===== config.mk =====
export PLATFORM = sky130hd
export DESIGN_NAME = tl_phase_scheduler_flat
export DESIGN_NICKNAME = d
export VERILOG_FILES = /design/src/rtl/tl_phase_scheduler_pkg.sv /design/src/rtl/tl_phase_scheduler_if.sv /design/src/rtl/tl_phase_scheduler_timer.sv /design/src/rtl/tl_phase_scheduler.sv /design/src/flat_wrapper.sv
export SDC_FILE = /design/constraint.sdc
export NUM_CORES = 1
export LEC_CHECK = 0
export CAP_MARGIN = 10
export CORE_UTILIZATION = 30
export DETAILED_ROUTE_END_ITERATION = 8
export PLACE_DENSITY = 0.5
export SYNTH_ARGS = -nofsm -noshare
export SYNTH_HDL_FRONTEND = slang
export SYNTH_SLANG_ARGS = --single-unit

===== constraint.sdc =====
create_clock -name clk -period 3.1 [get_ports clk]
set_input_delay 0.775 -clock clk [delete_from_list [all_inputs] [get_ports clk]]
set_output_delay 0.775 -clock clk [all_outputs]
set_load 0.03 [all_outputs]

===== src/rtl/tl_phase_scheduler_pkg.sv =====
// rtl/tl_phase_scheduler_pkg.sv - light codes and state encoding for the phase scheduler
//
// Package tl_pkg: shared constants for tl_phase_scheduler and its helpers.
//   Light codes : GREEN, YELLOW, LEFT, RED (2 bits)
//   States      : AG..PRE (4 bits, fixed encoding, also the debug phase value)
package tl_pkg;

    localparam logic [1:0] GREEN  = 2'b00;
    localparam logic [1:0] YELLOW = 2'b01;
    localparam logic [1:0] LEFT   = 2'b10;
    localparam logic [1:0] RED    = 2'b11;

    localparam logic [3:0] AG  = 4'd0;
    localparam logic [3:0] AY  = 4'd1;
    localparam logic [3:0] AL  = 4'd2;
    localparam logic [3:0] ALY = 4'd3;
    localparam logic [3:0] BG  = 4'd4;
    localparam logic [3:0] BY  = 4'd5;
    localparam logic [3:0] BL  = 4'd6;
    localparam logic [3:0] BLY = 4'd7;
    localparam logic [3:0] PED = 4'd8;
    localparam logic [3:0] PRE = 4'd9;

    // Green/left exit: sensor gone after the minimum, or the maximum reached.
    function automatic logic green_done(input logic sensor, input logic at_min, input logic at_max);
        return at_max || (at_min && !sensor);
    endfunction

endpackage


===== src/rtl/tl_phase_scheduler_if.sv =====
// rtl/tl_phase_scheduler_if.sv - sensor/request inputs and light outputs of the scheduler
//
// Signals:
//   Ta, Tb, Tal, Tbl : vehicle sensors (straight A/B, left A/B)
//   ped_req          : pedestrian button pulse
//   emerg            : emergency preempt level
//   La, Lb           : light codes for approach A / B
//   walk             : walk lamp
//   phase            : current state encoding (debug)
// Modports: master drives the requests and observes the lights; slave is the scheduler.
interface tl_phase_scheduler_if;
    logic       Ta;
    logic       Tb;
    logic       Tal;
    logic       Tbl;
    logic       ped_req;
    logic       emerg;
    logic [1:0] La;
    logic [1:0] Lb;
    logic       walk;
    logic [3:0] phase;

    modport master (
        output Ta, Tb, Tal, Tbl, ped_req, emerg,
        input  La, Lb, walk, phase
    );

    modport slave (
        input  Ta, Tb, Tal, Tbl, ped_req, emerg,
        output La, Lb, walk, phase
    );
endinterface


===== src/rtl/tl_phase_scheduler_timer.sv =====
// rtl/tl_phase_scheduler_timer.sv - saturating phase timer, cleared on state change
//
// Module tl_phase_timer.
//   clk   : rising-edge clock
//   reset : asynchronous active-high reset, timer to 0
//   clr   : the state changes at this edge; timer restarts at 0
//   cnt   : cycles spent in the current state, saturates at all-ones
module tl_phase_timer #(
    parameter int CNT_W = 5
) (
    input  logic             clk,
    input  logic             reset,
    input  logic             clr,
    output logic [CNT_W-1:0] cnt
);

    always_ff @(posedge clk or posedge reset) begin
        if (reset) begin
            cnt <= '0;
        end else if (clr) begin
            cnt <= '0;
        end else if (cnt != {CNT_W{1'b1}}) begin
            cnt <= cnt + 1'b1;
        end
    end

endmodule


===== src/rtl/tl_phase_scheduler.sv =====
// rtl/tl_phase_scheduler.sv - timed A/B phase scheduler with left turns, walk and preempt
//
// Module tl_phase_scheduler.
//   clk   : rising-edge clock
//   reset : asynchronous active-high reset (state AG, flags cleared)
//   bus   : tl_phase_scheduler_if.slave - sensors, ped_req, emerg in; La, Lb, walk, phase out
// Parameters: MIN_GREEN, MAX_GREEN, YELLOW, WALK (cycles), CNT_W (timer width).
module tl_phase_scheduler #(
    parameter int MIN_GREEN = 4,
    parameter int MAX_GREEN = 16,
    parameter int YELLOW    = 2,
    parameter int WALK      = 6,
    parameter int CNT_W     = 5
) (
    input  logic                 clk,
    input  logic                 reset,
    tl_phase_scheduler_if.slave  bus
);
    import tl_pkg::*;

    localparam logic [CNT_W-1:0] MIN_M1  = CNT_W'(MIN_GREEN - 1);
    localparam logic [CNT_W-1:0] MAX_M1  = CNT_W'(MAX_GREEN - 1);
    localparam logic [CNT_W-1:0] YEL_M1  = CNT_W'(YELLOW - 1);
    localparam logic [CNT_W-1:0] WALK_M1 = CNT_W'(WALK - 1);

    logic [3:0]       state;
    logic [3:0]       state_nx;
    logic [CNT_W-1:0] timer;
    logic             ped_pend;
    logic             next_b;
    logic             next_b_nx;
    logic             at_min;
    logic             at_max;
    logic             yel_done;
    logic             enter_ped;

    assign at_min   = (timer >= MIN_M1);
    assign at_max   = (timer == MAX_M1);
    assign yel_done = (timer == YEL_M1);

    tl_phase_timer #(
        .CNT_W (CNT_W)
    ) u_timer (
        .clk   (clk),
        .reset (reset),
        .clr   (state_nx != state),
        .cnt   (timer)
    );

    // Next-state logic. End of a side either hands over to the other
    // side's green or diverts to PED, remembering where PED must return.
    always_comb begin
        state_nx  = state;
        next_b_nx = next_b;
        case (state)
            AG: begin
                if (bus.emerg || green_done(bus.Ta, at_min, at_max)) state_nx = AY;
            end
            AL: begin
                if (bus.emerg || green_done(bus.Tal, at_min, at_max)) state_nx = ALY;
            end
            BG: begin
                if (bus.emerg || green_done(bus.Tb, at_min, at_max)) state_nx = BY;
            end
            BL: begin
                if (bus.emerg || green_done(bus.Tbl, at_min, at_max)) state_nx = BLY;
            end
            AY, ALY: begin
                if (yel_done) begin
                    if (bus.emerg) begin
                        state_nx = PRE;
                    end else if (state == AY && bus.Tal) begin
                        state_nx = AL;
                    end else if (ped_pend) begin
                        state_nx  = PED;
                        next_b_nx = 1'b1;
                    end else begin
                        state_nx = BG;
                    end
                end
            end
            BY, BLY: begin
                if (yel_done) begin
                    if (bus.emerg) begin
                        state_nx = PRE;
                    end else if (state == BY && bus.Tbl) begin
                        state_nx = BL;
                    end else if (ped_pend) begin
                        state_nx  = PED;
                        next_b_nx = 1'b0;
                    end else begin
                        state_nx = AG;
                    end
                end
            end
            PED: begin
                if (bus.emerg) begin
                    state_nx = PRE;
                end else if (timer == WALK_M1) begin
                    state_nx = next_b ? BG : AG;
                end
            end
            PRE: begin
                if (!bus.emerg) state_nx = AG;
            end
            default: state_nx = AG;
        endcase
    end

    assign enter_ped = (state_nx == PED) && (state != PED);

    always_ff @(posedge clk or posedge reset) begin
        if (reset) begin
            state    <= AG;
            ped_pend <= 1'b0;
            next_b   <= 1'b0;
        end else begin
            state  <= state_nx;
            next_b <= next_b_nx;
            // A press on the PED entry edge wins, so that walk is served again.
            if (bus.ped_req) begin
                ped_pend <= 1'b1;
            end else if (enter_ped) begin
                ped_pend <= 1'b0;
            end
        end
    end

    // Moore output decode.
    always_comb begin
        bus.La   = RED;
        bus.Lb   = RED;
        bus.walk = 1'b0;
        case (state)
            AG:      bus.La = GREEN;
            AY, ALY: bus.La = tl_pkg::YELLOW;
            AL:      bus.La = LEFT;
            BG:      bus.Lb = GREEN;
            BY, BLY: bus.Lb = tl_pkg::YELLOW;
            BL:      bus.Lb = LEFT;
            PED:     bus.walk = 1'b1;
            default: ;
        endcase
    end

    assign bus.phase = state;

endmodule


===== src/flat_wrapper.sv =====
// flat-port wrapper written by rule: the top's interface ports become plain ports
module tl_phase_scheduler_flat import tl_pkg::*;
#(
    parameter int MIN_GREEN = 4,
    parameter int MAX_GREEN = 16,
    parameter int YELLOW    = 2,
    parameter int WALK      = 6,
    parameter int CNT_W     = 5
)
  (clk, reset, bus_Ta, bus_Tb, bus_Tal, bus_Tbl, bus_ped_req, bus_emerg, bus_La, bus_Lb, bus_walk, bus_phase);
  tl_phase_scheduler_if bus_i ();
  input  logic clk;
  input  logic reset;
  input wire logic [$bits(bus_i.Ta)-1:0] bus_Ta;
  input wire logic [$bits(bus_i.Tb)-1:0] bus_Tb;
  input wire logic [$bits(bus_i.Tal)-1:0] bus_Tal;
  input wire logic [$bits(bus_i.Tbl)-1:0] bus_Tbl;
  input wire logic [$bits(bus_i.ped_req)-1:0] bus_ped_req;
  input wire logic [$bits(bus_i.emerg)-1:0] bus_emerg;
  output wire logic [$bits(bus_i.La)-1:0] bus_La;
  output wire logic [$bits(bus_i.Lb)-1:0] bus_Lb;
  output wire logic [$bits(bus_i.walk)-1:0] bus_walk;
  output wire logic [$bits(bus_i.phase)-1:0] bus_phase;
  assign bus_i.Ta = bus_Ta;
  assign bus_i.Tb = bus_Tb;
  assign bus_i.Tal = bus_Tal;
  assign bus_i.Tbl = bus_Tbl;
  assign bus_i.ped_req = bus_ped_req;
  assign bus_i.emerg = bus_emerg;
  assign bus_La = bus_i.La;
  assign bus_Lb = bus_i.Lb;
  assign bus_walk = bus_i.walk;
  assign bus_phase = bus_i.phase;
  tl_phase_scheduler #(.MIN_GREEN(MIN_GREEN), .MAX_GREEN(MAX_GREEN), .YELLOW(YELLOW), .WALK(WALK), .CNT_W(CNT_W)) u_core (.clk(clk), .reset(reset), .bus(bus_i));
endmodule

==> Changelog: implementation, run 1 <==
### Physical design

* Status: completed
* PwrDens at 732 nW/um^2
* Area Overhead vs Synth at 29.1%
* Max Clk Rate at 0.373 GHz
* Mapped Area at 779 sq um
* Die height at about 53 microns
* Setup Skew at around 0.0070 ns
* Die area at 2810 sq um
* Sink Count at 11
* First drt pass iteration count at 4
* DRC violations left at 0
* CTS Buffer Depth at 2
* Cell Rows at 18
* Post-CTS Setup Bufs at 0
* Avg Synthesized Cell Area at roughly 8.8 sq um
* Tool warnings at 28
* Setup TNS at 0 ns
* #FFs+latches synth at 11
* Crit Path Max Fanout at 10
* Post-CTS Hold Buffers at 0
* Hold Fails Final Rpt at 0
* CTS Buf Count at 3
* Slew headroom at 70.4%
* Post-synth area hogs: dfrtp_1, ha_1, nor2_1, a21oi_1, or4b_1
* MaxCap Viol Count at 0
* Drt first-iter violations at 25
* Ant diodes at 0
* Post-synth net total at 101
* Worst IR Drop VDD at 0.000348 V
* Vias in the first global route at 706
* Share of layout cells above drive strength 1 at 9.26%
* Port Buffers at 16
* Die X at 53.0 microns
* Post-Syn Instances at 89
* Most frequent cells after synthesis: nor2_1, dfrtp_1, a21oi_1, inv_1, nand2_1
* Worst Path Arrival at ~1.9 ns
* Tmin final at 2.68 ns
* Latency at later pin at 0.29 ns
* Most common cell in the netlist: nor2_1
* Clock slew at reported path FFs at approximately 0.08 ns
* Num ports at 17
* RSZ-0062 raised after global routing: no
## run 1: power breakdown
part           switching, uW  internal (uW)  total [uW]
Combinational            236            173         410
Sequential              47.7            174         222
Clock                   56.0           48.0         104
## run 1: cell type report
class	instances	area, sq um	share of cell area [%]
clock buffers	3	22.5	2.24
clock inverters	1	5.00	0.498
inverters	8	30.0	2.99
multi-input cells	67	460	45.8
flip-flops and latches	11	275	27.4
well taps	30	37.5	3.73
repair buffers	18	175	17.4
## run 1: per-stage QoR
stage / cells / util [%] / instance area (sq um) / hold slack [ns] / setup slack [ns]
2_1_floorplan: 89 / - / 779 / 0.476 / 1.08
3_3_place_gp: 134 / 39.9 / 978 / 0.511 / 0.542
3_5_place_dp: 134 / 39.9 / 978 / 0.514 / 0.488
4_1_cts: 138 / 41.0 / 1010 / 0.529 / 0.420
5_1_grt: 138 / 41.0 / 1010 / 0.551 / 0.331
6_report: 138 / 41.0 / 1010 / 0.532 / 0.418
## run 1: registers in the layout, indices dropped and copies added, names as in the netlist
signal and flops:
u_core.u_timer.cnt 5, u_core.next_b 1, u_core.bus.phase 4, u_core.ped_pend 1
## run 1: critical path, cell delays in order, from the launching register on
cell and delay [ns]:
dfrtp_1 0.50, nor3b_2 0.25, and2_1 0.19, clkdlybuf4s50_1 0.67
## run 1: path summary, 6_finish.rpt
check | to | slack (ns) | cells past startpoint | start
setup / recovery | bus_walk | 0.42 | 3 | u_core.bus.phase[1]$_DFF_PP0_
hold / removal | u_core.next_b$_DFFE_PP0P_ | 0.53 | 2 | u_core.next_b$_DFFE_PP0P_
setup reg to reg | u_core.u_timer.cnt[4]$_DFFE_PP0P_ | 1.13 | 7 | u_core.u_timer.cnt[0]$_DFFE_PP0P_
hold reg to reg | u_core.next_b$_DFFE_PP0P_ | 0.53 | 2 | u_core.next_b$_DFFE_PP0P_
max in group asynchronous | u_core.u_timer.cnt[0]$_DFFE_PP0P_ | 2.01 | 2 | reset
min in group asynchronous | u_core.bus.phase[2]$_DFF_PP0_ | 0.78 | 2 | reset
## run 1: layout by cell type (no fill, tap or decap), types with 2 or more instances in the layout
cell,instances
o21ai_1,3
clkdlybuf4s50_1,16
and3_1,2
buf_4,2
ha_1,4
nor4_1,2
clkbuf_4,3
xor2_1,2
dfrtp_1,11
a21oi_1,8
or4b_1,3
nand2b_1,2
nor2_1,13
inv_1,8
nand2_1,5
nor2b_1,2
## run 1: cell families (layout without fill, tap and decap cells)
kind of cell	after synthesis	after routing	synth area share, %
AOI/OAI and AO/OA	22	22	19.3
xor gates and xnor gates	3	3	3.37
adders and majority gates	4	4	6.42
buffers and inverters	11	30	5.62
DFF	11	11	35.3
muxes	2	2	4.17
and+or+nand+nor	36	36	25.8
## run 1: per-layer routing
layer	up-vias	global-route usage [%]	share of wire (%)
met1	343	18.6	41
met3	5	5.46	7.4
met4	0	7.89	1.9
li1	356	-	-
met2	24	28.1	50
met5	-	0	0
Fig. 1: run 1, wiring by layer
Two of the layers only.
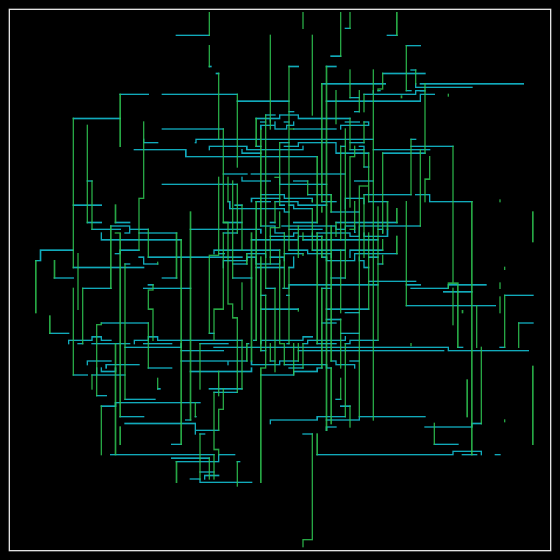
- green: met2 (wire length 949 microns)
- cyan: met1 (wire length 778 microns)
DR WL/cell: 13.8 microns
vias: 728
DRT Wirelength: 1900 microns
GRT Util Overall: 16.6%

Fig. 2: run 1, pin placement
Pins as bars across the die edge, other pins in grey.
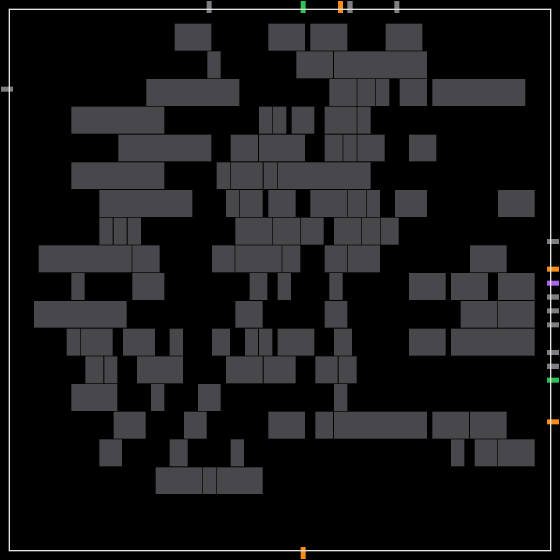
- orange: bus_phase (pins 4; direction output; edge 2 right, 1 top, 1 bottom)
- purple: bus_Tb (pins 1; direction input; edge right)
- green: bus_Lb (pins 2; direction output; edge 1 top, 1 right)
- all pins by edge: 10 right, 5 top, 1 bottom, 1 left

Fig. 3: run 1, sequential cells grouped by signal name
Scale bar: 20 microns. Other sequential cells in the stronger grey, the rest of the logic in the fainter grey.
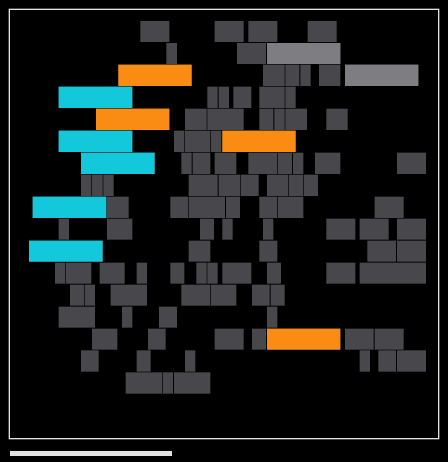
- orange: u_core.bus.phase (placed flops 4)
- cyan: u_core.u_timer.cnt (placed flops 5)
- not coloured: 2

Fig. 4: run 1, clock nets
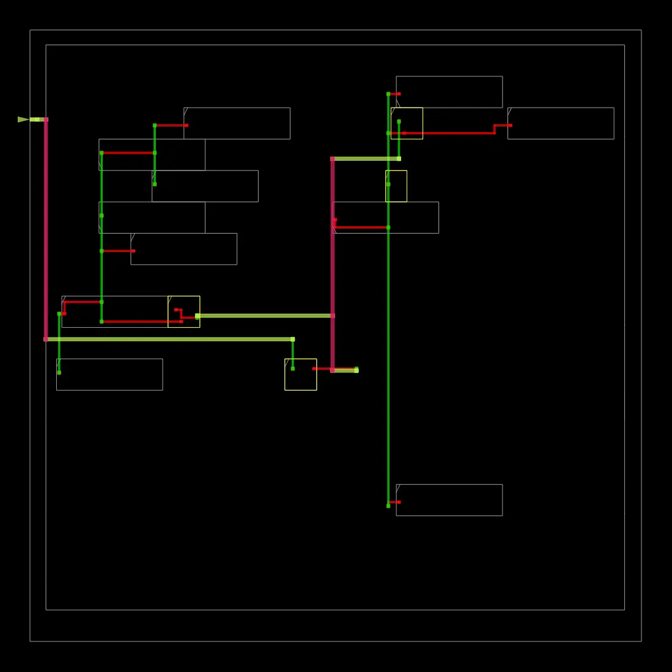

==> run 2: changes to the inputs <==
--- a/config.mk
+++ b/config.mk
@@ -6,6 +6,7 @@
 export NUM_CORES = 1
 export LEC_CHECK = 0
 export CAP_MARGIN = 10
+export CORE_MARGIN = 2
 export CORE_UTILIZATION = 30
 export DETAILED_ROUTE_END_ITERATION = 8
 export PLACE_DENSITY = 0.5
Fig. 5: run 2, clock nets
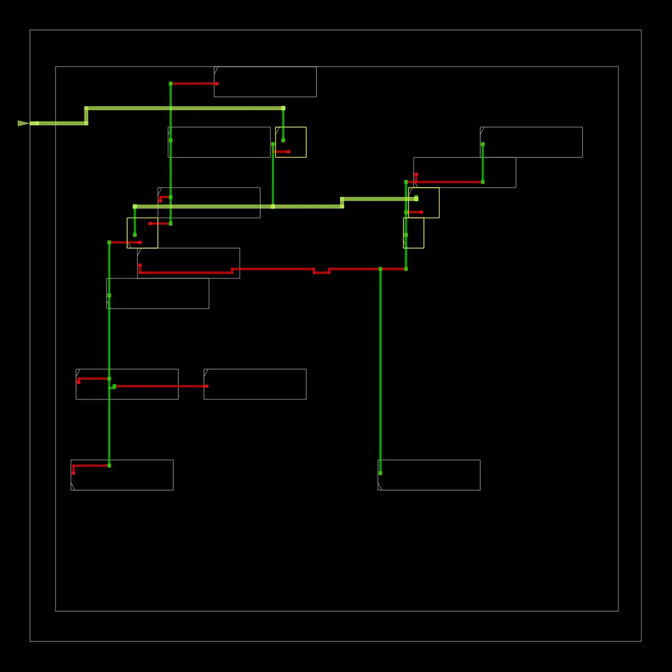
Sink Count: 11
Latency at later pin: 0.28 ns

Fig. 6: run 2, pin placement
Pins as bars across the die edge, other pins in grey.
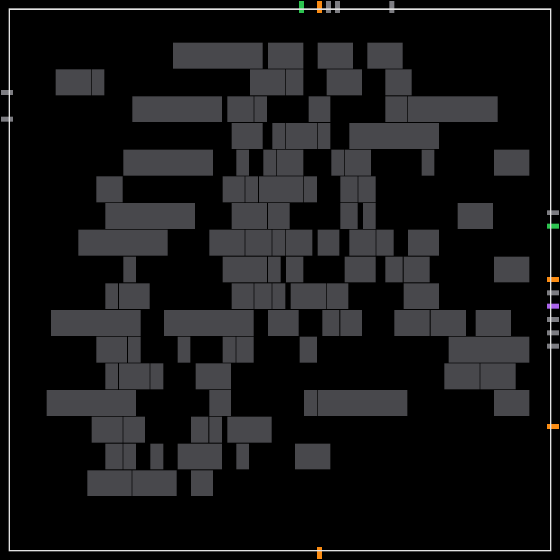
- purple: bus_Tb (pins 1; direction input; edge right)
- green: bus_Lb (pins 2; direction output; edge 1 top, 1 right)
- orange: bus_phase (pins 4; direction output; edge 2 right, 1 top, 1 bottom)
die height: 55.0 microns
Port Buffers: 16

==> Changelog: implementation, run 2 <==
### Physical design

* Status: completed
* Share of layout cells above drive strength 1 at 8.41% (-0.85 points)
* PwrDens at 738 nW/um^2 (+0.84%)
* CTS Buffer Depth at 2 (unchanged)
* Drt first-iter violations at 6 (-76%)
* Die X at 55.0 microns (+3.8%)
* Clock slew at reported path FFs at 0.08 ns (about the same)
* Slew headroom at 69.4% (-1.1 points)
* Post-synth area hogs: dfrtp_1, ha_1, nor2_1, a21oi_1, or4b_1
* Clock power frac at 14.0% (about the same)
* Synth unique cells at 36
* Max-area cell share at 35.3%
* #FFs+latches synth at 11 (unchanged)
* Post-CTS Setup Bufs at 0 (unchanged)
* Post-synth net total at 101 (unchanged)
* DRT Wirelength at 1900 microns (-0.32%)
* Worst IR Drop VDD at 0.000423 V (+21%)
* Most frequent cells after synthesis: nor2_1, dfrtp_1, a21oi_1, inv_1, nand2_1
* Worst Path Arrival at 1.96 ns (+0.05 ns)
* Sw Share at 46.4% (+0.15 points)
* Hold Slack at 0.535 ns (+0.00310 ns)
* Fp_density at 31.5%
* Int Pwr at 395 uW (-0.19%)
* Post-CTS Hold Buffers at 0 (unchanged)
* Most common cell in the netlist: nor2_1
* Worst slew pin tran at roughly 0.46 ns
* P_sw at 342 uW (+0.41%)
* Slew Limit Fails at 0
* Hold Fails Final Rpt at 0 (unchanged)
* Combinational power share at 55.7% (about the same)
* Vias in the first global route at 710 (+0.57%)
* Num ports at 17 (unchanged)
* Most frequent logic cells in the routed design: clkdlybuf4s50_1, nor2_1, dfrtp_1
* Die area at 3020 sq um (+7.7%)
* Tool warnings at 28 (unchanged)
* Post-synth top flop: dfrtp_1
* Area Overhead vs Synth at 28.1%
* Largest Register: u_core.u_timer.cnt
* Setup TNS at 0 ns (unchanged)
* GRT Util Overall at 14.9% (-1.8 points)
* Cell Rows at 18 (unchanged)
* CP Cell Sequence: nor3b_2 > and2_1 > clkdlybuf4s50_1
* DR WL/cell at 13.9 microns (+0.41%)
* Slowest stage delay, CP at 0.67 ns (about the same)
* Avg Synthesized Cell Area at 8.76 sq um (unchanged)
* Vias at 715 (-1.8%)
* Top cell excl fill/tap: clkdlybuf4s50_1
* Clock root cell: clkbuf_4
* Largest register FFs at 5 (unchanged)
* Ant diodes at 0 (unchanged)
* Setup Skew at 0.00713 ns (+0.000172 ns)
* Final setup fails at 0
* Reg-to-reg setup timing slack at 1.12 ns (about the same)
* DRC violations left at 0 (unchanged)
* Tmin final at 2.73 ns (+0.0527 ns)
* Max Clk Rate at 0.366 GHz (-1.9%)
* Slowest CP cell: clkdlybuf4s50_1
* Reg power frac at 30.3% (about the same)
* Initial antenna violation count at 0
* Endpoint type of the worst setup path: output pin
* MaxCap Viol Count at 0 (unchanged)
* CTS Buf Count at 3 (unchanged)
* RSZ-0062 raised after global routing: no
* Mapped Area at 779 sq um (unchanged)
* Post-Syn Instances at 89 (unchanged)
* Crit Path Max Fanout at 13 (+3)
* First drt pass iteration count at 4 (unchanged)
==> run 2: cell type report <==
type,count,area [sq um]
inverters,8,30.0
fillers,263,1480
repair buffers,17,168
clock inverters,1,5.00
multi-input cells,67,460
clock buffers,3,22.5
well taps,30,37.5
flip-flops and latches,11,275
==> run 2: power by group through the flow <==
stage | clock network, uW | registers [uW] | logic, uW
3_5_place_dp | 0 | 226 | 411
6_report | 103 | 223 | 410
3_3_place_gp | 0 | 227 | 413
5_1_grt | 115 | 232 | 454
4_1_cts | 109 | 223 | 414
2_1_floorplan | 0 | 240 | 257
==> run 2: layer usage <==
metal,global-route usage (%),up-vias,routed length (microns)
met5,0,-,0
met4,1.22,0,0
met2,25.8,16,941
li1,-,357,-
met3,5.91,0,125
met1,18.1,342,831
==> run 2: logic make-up (layout without fill, tap and decap cells) <==
family | after synthesis | in the layout | synth area share, %
compound gates | 22 | 22 | 19.3
xor+xnor | 3 | 3 | 3.37
fa+ha+maj | 4 | 4 | 6.42
buf+inv | 11 | 29 | 5.62
flops | 11 | 11 | 35.3
mux | 2 | 2 | 4.17
simple gates | 36 | 36 | 25.8
==> run 2: per-stage QoR <==
stage / utilization (%) / total power, uW / area [sq um] / worst slack (ns) / cells
detailed placement: 39.2 / 638 / 971 / 0.523 / 133
floorplan: - / 498 / 779 / 1.08 / 89
global placement: 39.2 / 640 / 971 / 0.536 / 133
CTS: 40.3 / 746 / 998 / 0.345 / 137
finish: 40.3 / 737 / 998 / 0.365 / 137
global route: 40.3 / 801 / 998 / 0.258 / 137
==> run 2: path summary, 6_finish.rpt <==
path                                                   start                                 to  cells after the start
setup / recovery               u_core.bus.phase[2]$_DFF_PP0_                           bus_walk                      3
hold / removal                     u_core.next_b$_DFFE_PP0P_          u_core.next_b$_DFFE_PP0P_                      2
setup reg to reg           u_core.u_timer.cnt[0]$_DFFE_PP0P_  u_core.u_timer.cnt[0]$_DFFE_PP0P_                      7
hold reg to reg                    u_core.next_b$_DFFE_PP0P_          u_core.next_b$_DFFE_PP0P_                      2
max in group asynchronous                              reset  u_core.u_timer.cnt[4]$_DFFE_PP0P_                      2
min in group asynchronous                              reset  u_core.u_timer.cnt[3]$_DFFE_PP0P_                      2
==> run 2: worst max-delay path, delay by kind of cell (launching register included) <==
| kind | cells | cell delay, ns |
|---|---|---|
| simple gates | 2 | 0.46 |
| flops | 1 | 0.55 |
| buf+inv | 1 | 0.67 |
Fig. 7: run 2, sequential cells grouped by signal name
Scale bar: 20 microns. Other sequential cells in the stronger grey, the rest of the logic in the fainter grey.
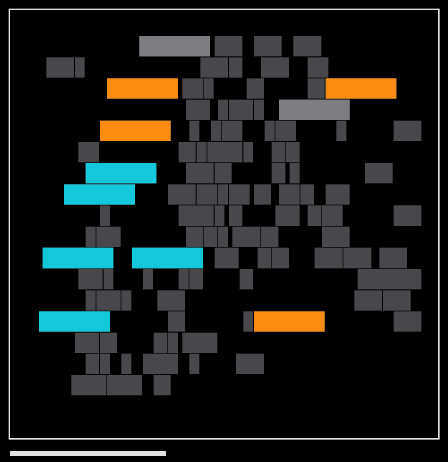

==> run 3: changes to the inputs <==
--- a/config.mk
+++ b/config.mk
@@ -6,10 +6,11 @@
 export NUM_CORES = 1
 export LEC_CHECK = 0
 export CAP_MARGIN = 10
-export CORE_MARGIN = 2
+export CORE_MARGIN = 3
 export CORE_UTILIZATION = 30
 export DETAILED_ROUTE_END_ITERATION = 8
 export PLACE_DENSITY = 0.5
+export SKIP_CTS_REPAIR_TIMING = 1
 export SYNTH_ARGS = -nofsm -noshare
 export SYNTH_HDL_FRONTEND = slang
 export SYNTH_SLANG_ARGS = --single-unit
Fig. 8: run 3, sequential cells grouped by signal name
Scale bar: 20 microns. Other sequential cells in the stronger grey, the rest of the logic in the fainter grey.
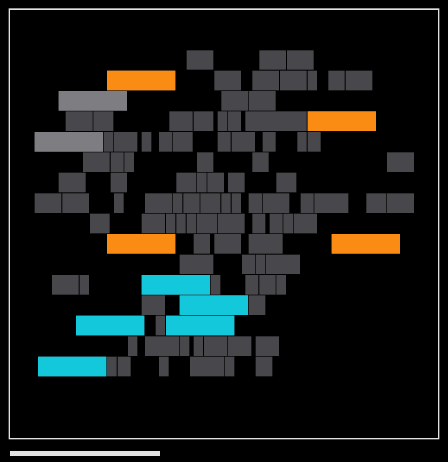
- orange: u_core.bus.phase (placed flops 4)
- cyan: u_core.u_timer.cnt (placed flops 5)
- not coloured: 2

Fig. 9: run 3, wiring by layer
Two of the layers only.
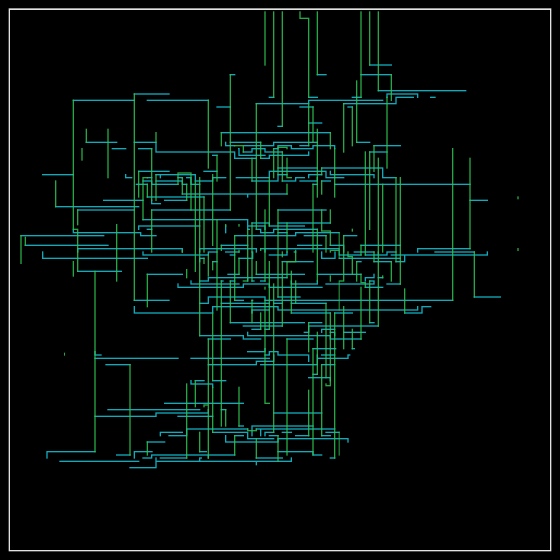
- green: met2 (wire length 770 microns)
- cyan: met1 (wire length 907 microns)

==> Changelog: implementation, run 3 <==
### Physical design

* Tmin final at 2.78 ns (+0.0440 ns)
* DRC violations left at 0 (unchanged)
* Initial antenna violation count at 0 (unchanged)
* Max-area cell share at 35.3% (unchanged)
* RSZ-0062 raised after global routing: no
* #FFs+latches synth at 11 (unchanged)
* Worst slew pin tran at 0.446 ns (-0.0126 ns)
* Worst IR Drop VDD at 0.000432 V (+2.2%)
* Clock power frac at 14.3% (+0.3 points)
* Final setup fails at 0 (unchanged)
* CTS Buf Count at 3 (unchanged)
* First drt pass iteration count at 4 (unchanged)
* Adder Area Share at 6.42% (unchanged)
* Port Buffers at 16 (unchanged)
* Aoi share at 19.3% (unchanged)
* DR WL/cell at 13.6 microns (-2.0%)
* Ant diodes at 0 (unchanged)
* Vias at 711 (-0.56%)
* Synth unique cells at 36 (unchanged)
* Cell Rows at 17 (-1)
* Dpl cells at 131 (-1.5%)
* Post-place instance area at 968 sq um (-0.26%)
* Fp_density at 33.3% (+1.9 points)
* Status: completed
* Top cell excl fill/tap: clkdlybuf4s50_1
* Combinational power share at 55.9% (+0.2 points)
* Slew headroom at 70.2% (+0.84 points)
* CP Cell Sequence: nor3b_2 > and2_1 > clkdlybuf4s50_1
* Reg-to-reg setup timing slack at 1.10 ns (-0.02 ns)
* Clock root cell: clkbuf_4
* Hold Fails Final Rpt at 0 (unchanged)
* Max Clk Rate at 0.360 GHz (-1.6%)
* Int Pwr at 395 uW (about the same)
* GRT Util Overall at 11.8% (-3.0 points)
* Vias in the first global route at 672 (-5.4%)
* Crit Path Max Fanout at 13 (unchanged)
* Endpoint type of the worst setup path: output pin
* Avg Synthesized Cell Area at 8.76 sq um (unchanged)
* Top delay family on crit path: buffers and inverters
* Setup TNS at 0 ns (unchanged)
* Post-synth net total at 101 (unchanged)
* Total power at 743 uW (+0.94%)
* Clock slew at reported path FFs at 0.08 ns (about the same)
* MaxCap Viol Count at 0 (unchanged)
* Post-Syn Instances at 89 (unchanged)
* Slowest CP cell: clkdlybuf4s50_1
[run 3: area by class of cell]
cell class	count	area, sq um
tap	28	35.0
timing repair buffer	17	168
clock inverter	1	5.00
fill	237	1340
inverter	8	30.0
multi-input combinational	67	460
sequential	11	275
clock buffer	3	22.5
[run 3: path summary, 6_finish.rpt]
kind	to	cells after the start	start
max reg2reg	u_core.u_timer.cnt[0]$_DFFE_PP0P_	7	u_core.u_timer.cnt[1]$_DFFE_PP0P_
min in group asynchronous	u_core.u_timer.cnt[1]$_DFFE_PP0P_	2	reset
min	u_core.next_b$_DFFE_PP0P_	2	u_core.next_b$_DFFE_PP0P_
min reg2reg	u_core.next_b$_DFFE_PP0P_	2	u_core.next_b$_DFFE_PP0P_
max in group asynchronous	u_core.bus.phase[1]$_DFF_PP0_	2	reset
max	bus_walk	3	u_core.bus.phase[2]$_DFF_PP0_
[run 3: cells by family (layout without fill, tap and decap cells)]
logic type	Yosys count	count (layout)
multiplexers	2	2
AND-OR/OR-AND	22	22
buffers and inverters	11	29
XOR/XNOR	3	3
AND/OR/NAND/NOR	36	36
flip-flops	11	11
adder cells (fa/ha/maj)	4	4
[run 3: per-stage QoR]
stage	setup WS [ns]	util [%]
floorplan	1.08	-
global placement	0.538	41.4
detailed placement	0.503	41.4
CTS	0.320	42.6
global route	0.249	42.6
finish	0.321	42.6
[run 3: power groups by stage]
stage          combinational [uW]  clock, uW  sequential [uW]
3_5_place_dp                  412          0              224
6_report                      415        107              221
2_1_floorplan                 257          0              240
4_1_cts                       415        111              221
5_1_grt                       451        119              229
3_3_place_gp                  417          0              226
[run 3: layer usage]
metal  part of all wire, %  vias to the layer above  global-route usage [%]
met1                    49                      322                    16.8
met2                    42                       29                    16.8
met4                  0.38                        0                    1.99
met5                     0                        -                       0
met3                   8.1                        2                    5.20
li1                      -                      358                       -
[run 3: worst register-to-register path: stages, from the launching register on]
cell	delay, ns
dfrtp_1	0.43
inv_1	0.07
ha_1	0.16
or4b_1	0.51
or2_1	0.30
a21oi_1	0.19
a2111o_2	0.17
nor2_1	0.06
Power figures rest on the tool's default switching activity, not on a simulated workload.
